$ cat src/rtl/uart_tx_serializer.sv
// UART transmitter: byte FIFO feeding an 8N1/8N2 serializer with a registered TX line.
// Define UART_TX_PARITY_EN to insert an even-parity bit after the data bits.
module uart_tx_serializer #(
    parameter int FIFO_DEPTH = 4,
    parameter int DIV_W      = 16
) (
    input  logic                          clk_i,
    input  logic                          rst_i,
    input  logic                          cfg_en_i,
    input  logic [DIV_W-1:0]              cfg_div_i,
    input  logic                          cfg_stop2_i,
    input  logic [7:0]                    data_i,
    input  logic                          valid_i,
    output logic                          ready_o,
    output logic                          tx_o,
    output logic                          busy_o,
    output logic [$clog2(FIFO_DEPTH):0]   level_o
);

    localparam int AW = $clog2(FIFO_DEPTH);
    localparam int LW = AW + 1;

`ifdef UART_TX_PARITY_EN
    typedef enum logic [2:0] {IDLE, START, DATA, PARITY, STOP} state_t;
`else
    typedef enum logic [2:0] {IDLE, START, DATA, STOP} state_t;
`endif

    logic [7:0]       r_mem [FIFO_DEPTH];
    logic [AW-1:0]    r_wrPtr;
    logic [AW-1:0]    r_rdPtr;
    logic [LW-1:0]    r_level;

    state_t           r_state;
    logic [7:0]       r_shift;
    logic [DIV_W-1:0] r_div;
    logic [DIV_W-1:0] r_divCnt;
    logic [2:0]       r_bitCnt;
    logic             r_stop2;
    logic             r_tx;
    logic             r_busy;
`ifdef UART_TX_PARITY_EN
    logic             r_parity;
`endif

    logic             w_push;
    logic             w_pop;
    logic             w_bitEnd;
    logic             w_lastStop;
    logic             w_txNext;
    logic [7:0]       w_head;

    assign ready_o    = (r_level != LW'(FIFO_DEPTH));
    assign level_o    = r_level;
    assign tx_o       = r_tx;
    assign busy_o     = r_busy;
    assign w_head     = r_mem[r_rdPtr];
    assign w_push     = valid_i && ready_o;
    assign w_bitEnd   = (r_divCnt == r_div);
    assign w_lastStop = !r_stop2 || r_bitCnt[0];
    // A pop happens either from IDLE or exactly at the end of the last stop bit,
    // which is what makes back-to-back frames gapless.
    assign w_pop      = cfg_en_i && (r_level != '0) &&
                        ((r_state == IDLE) ||
                         ((r_state == STOP) && w_bitEnd && w_lastStop));

    always_ff @(posedge clk_i) begin
        if (w_push) begin
            r_mem[r_wrPtr] <= data_i;
        end
    end

    always_ff @(posedge clk_i or posedge rst_i) begin
        if (rst_i) begin
            r_wrPtr <= '0;
            r_rdPtr <= '0;
            r_level <= '0;
        end else begin
            if (w_push) r_wrPtr <= r_wrPtr + AW'(1);
            if (w_pop)  r_rdPtr <= r_rdPtr + AW'(1);
            case ({w_push, w_pop})
                2'b10:   r_level <= r_level + LW'(1);
                2'b01:   r_level <= r_level - LW'(1);
                default: r_level <= r_level;
            endcase
        end
    end

    // The line value is derived from the current state and registered, so tx_o
    // trails the state by one cycle and every bit still lasts div+1 cycles.
    always_comb begin
        w_txNext = 1'b1;
        case (r_state)
            START:   w_txNext = 1'b0;
            DATA:    w_txNext = r_shift[0];
`ifdef UART_TX_PARITY_EN
            PARITY:  w_txNext = r_parity;
`endif
            default: w_txNext = 1'b1;
        endcase
    end

    always_ff @(posedge clk_i or posedge rst_i) begin
        if (rst_i) begin
            r_state  <= IDLE;
            r_shift  <= '0;
            r_div    <= '0;
            r_divCnt <= '0;
            r_bitCnt <= '0;
            r_stop2  <= 1'b0;
            r_tx     <= 1'b1;
            r_busy   <= 1'b0;
`ifdef UART_TX_PARITY_EN
            r_parity <= 1'b0;
`endif
        end else begin
            r_tx   <= w_txNext;
            r_busy <= (r_state != IDLE);
            if (w_pop) begin
                r_shift  <= w_head;
                r_div    <= cfg_div_i;
                r_stop2  <= cfg_stop2_i;
                r_divCnt <= '0;
                r_bitCnt <= '0;
                r_state  <= START;
`ifdef UART_TX_PARITY_EN
                r_parity <= ^w_head;
`endif
            end else begin
                case (r_state)
                    IDLE: r_state <= IDLE;
                    START: begin
                        if (w_bitEnd) begin
                            r_divCnt <= '0;
                            r_state  <= DATA;
                        end else begin
                            r_divCnt <= r_divCnt + DIV_W'(1);
                        end
                    end
                    DATA: begin
                        if (w_bitEnd) begin
                            r_divCnt <= '0;
                            r_shift  <= {1'b0, r_shift[7:1]};
                            if (r_bitCnt == 3'd7) begin
                                r_bitCnt <= '0;
`ifdef UART_TX_PARITY_EN
                                r_state  <= PARITY;
`else
                                r_state  <= STOP;
`endif
                            end else begin
                                r_bitCnt <= r_bitCnt + 3'd1;
                            end
                        end else begin
                            r_divCnt <= r_divCnt + DIV_W'(1);
                        end
                    end
`ifdef UART_TX_PARITY_EN
                    PARITY: begin
                        if (w_bitEnd) begin
                            r_divCnt <= '0;
                            r_state  <= STOP;
                        end else begin
                            r_divCnt <= r_divCnt + DIV_W'(1);
                        end
                    end
`endif
                    STOP: begin
                        if (w_bitEnd) begin
                            r_divCnt <= '0;
                            if (!w_lastStop) begin
                                r_bitCnt <= 3'd1;
                            end else begin
                                r_state <= IDLE;
                            end
                        end else begin
                            r_divCnt <= r_divCnt + DIV_W'(1);
                        end
                    end
                    default: r_state <= IDLE;
                endcase
            end
        end
    end

endmodule

$ cat config.mk
export PLATFORM = sky130hd
export DESIGN_NAME = uart_tx_serializer
export DESIGN_NICKNAME = d
export VERILOG_FILES = /design/src/rtl/uart_tx_serializer.sv
export SDC_FILE = /design/constraint.sdc
export NUM_CORES = 1
export LEC_CHECK = 0
export CAP_MARGIN = 20
export CORE_ASPECT_RATIO = 0.7
export CORE_UTILIZATION = 52
export CTS_CLUSTER_DIAMETER = 60
export CTS_CLUSTER_SIZE = 12
export DETAILED_ROUTE_END_ITERATION = 12
export PLACE_DENSITY = 0.78
export SETUP_SLACK_MARGIN = 0.15
export SYNTH_ARGS = -nofsm -noshare
export SYNTH_HDL_FRONTEND = slang
export SYNTH_SLANG_ARGS = --single-unit
export TNS_END_PERCENT = 50
$ cat constraint.sdc
create_clock -name clk_i -period 2.7 [get_ports clk_i]
set_input_delay 0.54 -clock clk_i [delete_from_list [all_inputs] [get_ports clk_i]]
set_output_delay 0.54 -clock clk_i [all_outputs]
set_load 0.02 [all_outputs]
Fig. 1: run 1, met1 routing
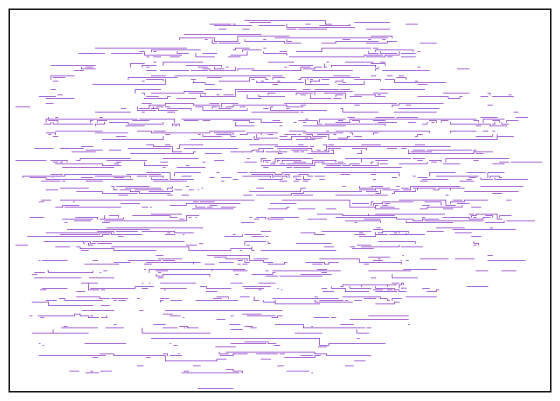
longest straight run = 38.2 um
main direction = horizontal
wire length on this layer = 3840 um
share of all routed wire = 50%
via count: 2576
Routed WL: 7.73 mm
met1 global-route usage: 0.323

Fig. 2: run 1, cell outlines without signal wires
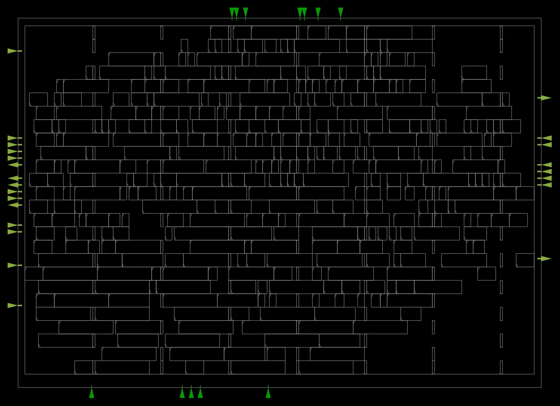
sequential share of cell area: 0.489
Final Instance Count excl. Fillers: 491
Floorplan Core Area: 7320 um^2
Filler Cells Inserted: 555

Fig. 3: run 1, cell area per tile
The die is cut into 11 by 8 equal tiles; white is low, dark blue is high, 0 to 100% covered.
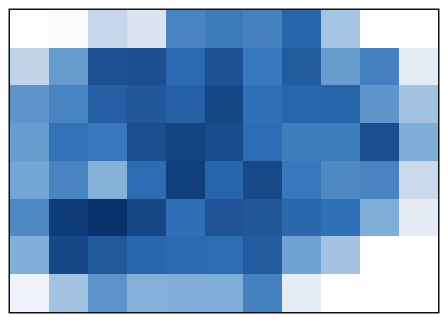
emptiest ninth of the die = lower right
densest ninth of the die = center
tiles over 75% full = 39%
mean over tiles = 59%
fullest tile = 99%
final design utilization: 0.655
pre-placement core utilization: 0.541

==> results.txt, run 1 <==
The run has ended; figures from its reports follow.

The run finished with clean final reports. The cell area reported after detailed placement came out at 4460 um^2. With fillers left out, the area of the finished cells amounts to 4790 um^2.

The parity-gate share of the synthesized area counting xor and xnor cells is 0.0752. For this run, the number of Yosys warnings is 0. Derived from the worst setup path, the maximum achievable clock frequency is 0.395 GHz.

The fraction of the mapped netlist area in simple logic gates is 0.135. Of the total power, combinational logic draws 0.152. The total number of clock tree sinks came out at 87.

The number of global-route vias before repair is 2524. The count of nets after finishing came out at 430. The tree is rooted in a sky130_fd_sc_hd__clkbuf_8. The required time of the critical path came out at 2.99 ns. The worst-case max-slew headroom was logged as 0.614.

For reference, the critical path cell chain is xnor2_1 -> nand4_1 -> o41ai_4 -> o211ai_4 -> inv_2 -> ha_4 -> inv_2 -> fa_2 -> xor2_1 -> nor2_1 -> xor2_1. The area of all sequential standard cells came out at 2340 um^2. The largest fanout on the critical path came out at 4. The mean post-synth cell area came out at 12.1 um^2. The biggest area contributor in the post-synthesis netlist is sky130_fd_sc_hd__dfrtp_1. The actual transition at the worst max-transition pin came out at a little under 0.6 ns.

The ratio of final minimum period to clock period is 0.937.
==> run 1: per-stage QoR <==
| stage | std cells | hold WS [ns] | power, mW |
|---|---|---|---|
| after floorplan | 328 | 0.463 | 1.85 |
| after global placement | 460 | 0.484 | 2.03 |
| after detailed placement | 460 | 0.490 | 2.05 |
| after CTS | 486 | 0.456 | 2.94 |
| after global routing | 491 | 0.461 | 3.05 |
| final | 491 | 0.460 | 2.90 |
==> run 1: kinds of logic after synthesis <==
kind of cell / after synthesis
AOI/OAI and AO/OA: 26
xor gates and xnor gates: 34
adders and majority gates: 13
buffers and inverters: 24
DFF: 87
muxes: 22
and+or+nand+nor: 122
==> run 1: worst paths after layout <==
| check | startpoint | to | slack [ns] | cells after the start |
|---|---|---|---|---|
| min in group clk_i | r_shift[0] | tx_o | 0.51 | 2 |
| max in group asynchronous | rst_i | r_divCnt[11] | 1.60 | 3 |
| worst min register to register | r_shift[0] | tx_o | 0.51 | 2 |
| worst max-delay path | r_divCnt[12] | level_o[2] | 0.17 | 11 |
| worst max register to register | r_divCnt[12] | level_o[2] | 0.17 | 11 |
| worst min-delay path | rst_i | r_wrPtr[0] | 0.46 | 2 |
==> run 1: layer usage <==
| layer | vias up | GRT usage | wire length, um |
|---|---|---|---|
| li1 | 1248 | - | - |
| met1 | 1262 | 0.323 | 3840 |
| met2 | 61 | 0.320 | 3410 |
| met3 | 5 | 0.0658 | 414 |
| met4 | 0 | 0.0802 | 63 |
| met5 | - | 0 | 0 |
==> run 1: final cells by class <==
cell class,count,area share
multi-input combinational,217,0.324
inverter,16,0.0125
clock buffer,9,0.0259
tap,98,0.0256
timing repair buffer,57,0.108
clock inverter,7,0.0151
sequential,87,0.489
==> run 1: sequential cells by signal (all words and copies together) (netlist names) <==
register / flops
busy_o: 1
level_o: 3
r_bitCnt: 3
r_div: 16
r_divCnt: 16
r_mem: 32
r_rdPtr: 2
r_shift: 8
r_state: 2
r_stop2: 1
r_wrPtr: 2
tx_o: 1
==> run 1: timing repair <==
item | 4_1_cts | 5_1_grt
hold buffers | 0 | 0
endpoints found under the setup margin | 1 | 10
buffers inserted | 10 | 5
gates resized | 2 | 5
pin swaps | 6 | 5
==> run 1: critical path, delay by kind of cell, from the launching register on <==
| family | cells | cell delay, ns |
|---|---|---|
| compound gates | 2 | 0.60 |
| xor+xnor | 3 | 0.47 |
| fa+ha+maj | 2 | 0.47 |
| flops | 1 | 0.44 |
| simple gates | 2 | 0.32 |
| buf+inv | 2 | 0.15 |
==> run 1: power by group through the flow <==
stage	Sequential, mW	Combinational (mW)	Clock, mW
floorplan	1.62	0.227	0
global placement	1.60	0.425	0
detailed placement	1.61	0.442	0
CTS	1.58	0.446	0.907
global route	1.60	0.482	0.966
finish	1.58	0.443	0.879
==> run 1: cells in the final DEF (no fill, tap or decap), drive strengths merged, types with 2 or more instances in the layout <==
cell and n:
clkbuf 9, a21boi 2, nand2b 2, nor2 28, nor3 3, mux2i 11, o211ai 2, edfxtp 32
and3 7, inv 21, xor2 9, nor4 2, o21ai 6, mux2 3, ha 12, nand4 7
clkdlybuf4s50 34, mux4 8, xnor2 25, nand2 63, a21oi 9, buf 23, dfrtp 54, nand3 7
==> run 1 -> run 2 <==
--- a/config.mk
+++ b/config.mk
@@ -9,3 +9,3 @@
 export CORE_ASPECT_RATIO = 0.7
-export CORE_UTILIZATION = 52
+export CORE_UTILIZATION = 57
 export CTS_CLUSTER_DIAMETER = 60
@@ -13,4 +13,3 @@
 export DETAILED_ROUTE_END_ITERATION = 12
-export PLACE_DENSITY = 0.78
-export SETUP_SLACK_MARGIN = 0.15
+export PLACE_DENSITY = 0.81
 export SYNTH_ARGS = -nofsm -noshare
==> constraint.sdc (replaced) <==
create_clock -name clk_i -period 2.4 [get_ports clk_i]
set_input_delay 0.6 -clock clk_i [delete_from_list [all_inputs] [get_ports clk_i]]
set_output_delay 0.6 -clock clk_i [all_outputs]
set_load 0.02 [all_outputs]
Fig. 4: run 2, met1 routing
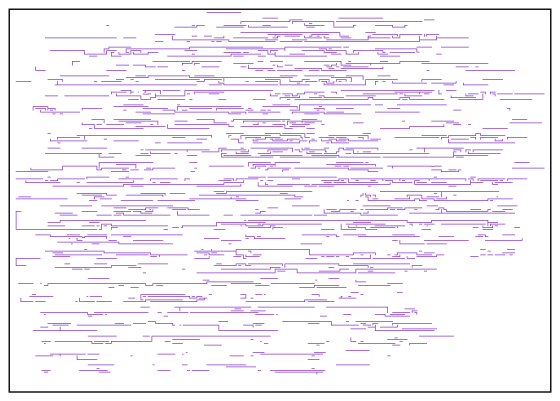
share of all routed wire = 49%
longest straight run = 29.9 um
main direction = horizontal
wire length on this layer = 3860 um
nets with wire on the layer = 407

Fig. 5: run 2, metal 2
Cells faint in the background.
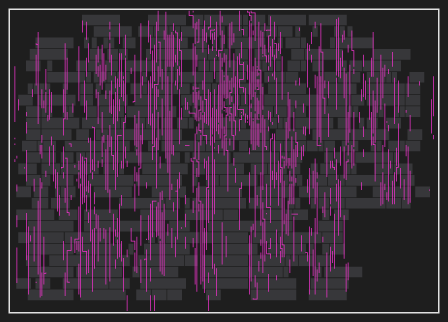
longest straight run = 34.7 um
share of all routed wire = 45%
wire length on this layer = 3580 um
main direction = vertical
met2 GRT Util: 0.369
via count: 2655
Routed WL: 7.95 mm

==> run 2 against run 1 <==
The run now ends with setup timing left. Fmax is 1.1% lower. Combinational power is 12% higher. Setup slack worse by 0.33 ns. Sequential share of layout area is 1.1 points lower. Routed wire length is 2.9% higher. Critical path depth stayed put. Sequential cell count stayed put. Final cell count is 1.6% higher. Via count is 3.1% higher. Global-route usage is 2.6 points higher. Critical path type unchanged.
==> results.txt, run 2 <==
The run has ended; figures from its reports follow.

The run finished, with violations left. The checks that failed: setup timing. Between the synthesized netlist and the finished layout, the area growth was recorded as 23.5%. The first global-routing pass estimated 13.2 mm of wire. The initial core utilization is 0.589 (+0.0478). The largest fanout on the critical path came out at 2 (-2).

The peak clock frequency supported by timing came to 0.391 GHz (-1.1%). The required time of the critical path was 2.70 ns (-0.29 ns). The relative slew slack is 0.627 (+0.0125). The actual transition at the worst max-transition pin came out at 0.560 ns (-0.0188 ns). The share of post-route cells with drive strength above 1 came out at 0.178. The count of nets after finishing was 442 (+2.8%).

The area fraction of the dominant cell type after synthesis is 0.341. The worst setup path is launched from a flop. The largest registers in the layout are r_mem: 32 flops, r_divCnt: 16 flops, r_div: 16 flops. The hold buffer count at CTS is 0 (unchanged). Per the OpenROAD floorplan log, the area of the die is 7290 um^2. The total CTS buffers is 9. The final max-slew violation count came out at 0. The final total power came to 3.29 mW (+13%).

The H-tree generated during clock tree synthesis spans 3 levels. The number of global-route vias before repair came out at 2736 (+8.4%). For the worst reg-to-reg path, the startpoint reported by OpenROAD is r_div[11].

The total number of clock tree sinks is 87 (unchanged). The shortest period the worst path allows is 2.56 ns. The min-delay analysis places its worst path in the category reg -> reg. For this run, asynchronously set or reset flops after synthesis account for 0.632.

The total of flip-flops plus latches after synthesis is 87. The commonest non-fill, non-tap cell in the layout is sky130_fd_sc_hd__nand2_1. The ratio of final minimum period to clock period came out at 1.07 (+0.129).

The setup slack of the most critical reg-to-reg path is -0.16 ns (-0.33 ns). The count of placed standard cells including taps came out at 481 (+4.6%). The largest area contributor in the netlist is sky130_fd_sc_hd__dfrtp_1. The number of flip-flops in the largest register is 32 (unchanged). The mean post-synth cell area is 12.1 um^2 (unchanged). The last timing report of the flow puts the setup violation total at 3. The clock tree root buffer cell is sky130_fd_sc_hd__clkbuf_8. The capturing element of the worst setup path is level_o[2]. The terminus of the critical flop-to-flop path is level_o[2].

The total number of yosys warnings was 0 (unchanged). For reference, the critical path is launched at r_div[11]. The minimum setup slack in the final design is -0.159 ns. The most common logic cells in the final layout are sky130_fd_sc_hd__nand2_1, sky130_fd_sc_hd__dfrtp_1, sky130_fd_sc_hd__buf_4.

The depth of the worst register-to-register path came out at 11 (unchanged). The top register by number of flip-flops is r_mem.
Fig. 6: run 2, cell outlines without signal wires
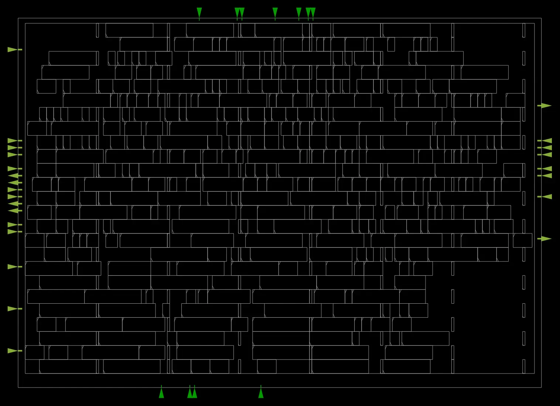
Floorplan Core Area: 6730 um^2
sequential share of cell area: 0.478
Final Instance Count excl. Fillers: 499
Filler Cells Inserted: 464

run 2: area by class of cell:
type,count,area [um^2]
clock buffers,9,124
clock inverters,7,86.3
fillers,464,1840
inverters,16,60.1
multi-input cells,217,1550
flip-flops and latches,87,2340
well taps,94,118
repair buffers,69,618
run 2: kinds of logic after synthesis:
logic type      after synthesis  synth area share
fa+ha+maj                    13            0.0430
compound gates               26            0.0499
simple gates                122             0.135
xor+xnor                     34            0.0752
buf+inv                      24            0.0250
flops                        87             0.591
mux                          22            0.0818
run 2: worst min-delay path by stage:
stage | depth (start not counted) | from | end
CTS | 2 | r_shift[0] | tx_o
global route | 2 | r_shift[0] | tx_o
global placement | 2 | r_shift[0] | tx_o
finish | 2 | r_shift[0] | tx_o
floorplan | 2 | r_stop2 | r_stop2
detailed placement | 2 | r_div[8] | r_div[8]
run 2: layer usage:
metal	GRT usage	part of all wire
met5	0	0
met4	0.0725	0.010
met3	0.0663	0.055
met2	0.369	0.45
met1	0.361	0.49
run 2: timing repair:
item / CTS / global route
pin swaps: 3 / 3
resized: 1 / 2
buffers inserted: 1 / 1
setup endpoints to repair: 3 / 4
run 2: report_power, final:
group | leakage, nW | switching (mW) | total, mW | internal, mW
clock network | 0.105 | 0.605 | 1.02 | 0.418
registers | 0.964 | 0.0704 | 1.78 | 1.71
logic | 1.07 | 0.269 | 0.494 | 0.225
total | 2.13 | 0.944 | 3.29 | 2.35
run 2: critical path, stage by stage (launching register included):
cell and delay [ns]:
sky130_fd_sc_hd__dfrtp_1 0.40, sky130_fd_sc_hd__xnor2_1 0.20, sky130_fd_sc_hd__nand4_1 0.24, sky130_fd_sc_hd__o41ai_4 0.49, sky130_fd_sc_hd__o211ai_4 0.13, sky130_fd_sc_hd__inv_2 0.10, sky130_fd_sc_hd__ha_4 0.13, sky130_fd_sc_hd__inv_2 0.03
sky130_fd_sc_hd__fa_2 0.32, sky130_fd_sc_hd__xor2_1 0.15, sky130_fd_sc_hd__nor2_1 0.12, sky130_fd_sc_hd__xor2_1 0.17
run 2: stage by stage:
stage	hold slack, ns	util	setup TNS [ns]	instance area, um^2
finish	0.507	0.727	-0.219	4890
global route	0.521	0.727	-0.596	4890
CTS	0.508	0.724	-0.107	4870
detailed placement	0.488	0.692	-0.326	4650
global placement	0.480	0.692	-0.292	4650
floorplan	0.463	-	-0.290	3980
No activity file was given, so power comes from the tool's default toggle rates.
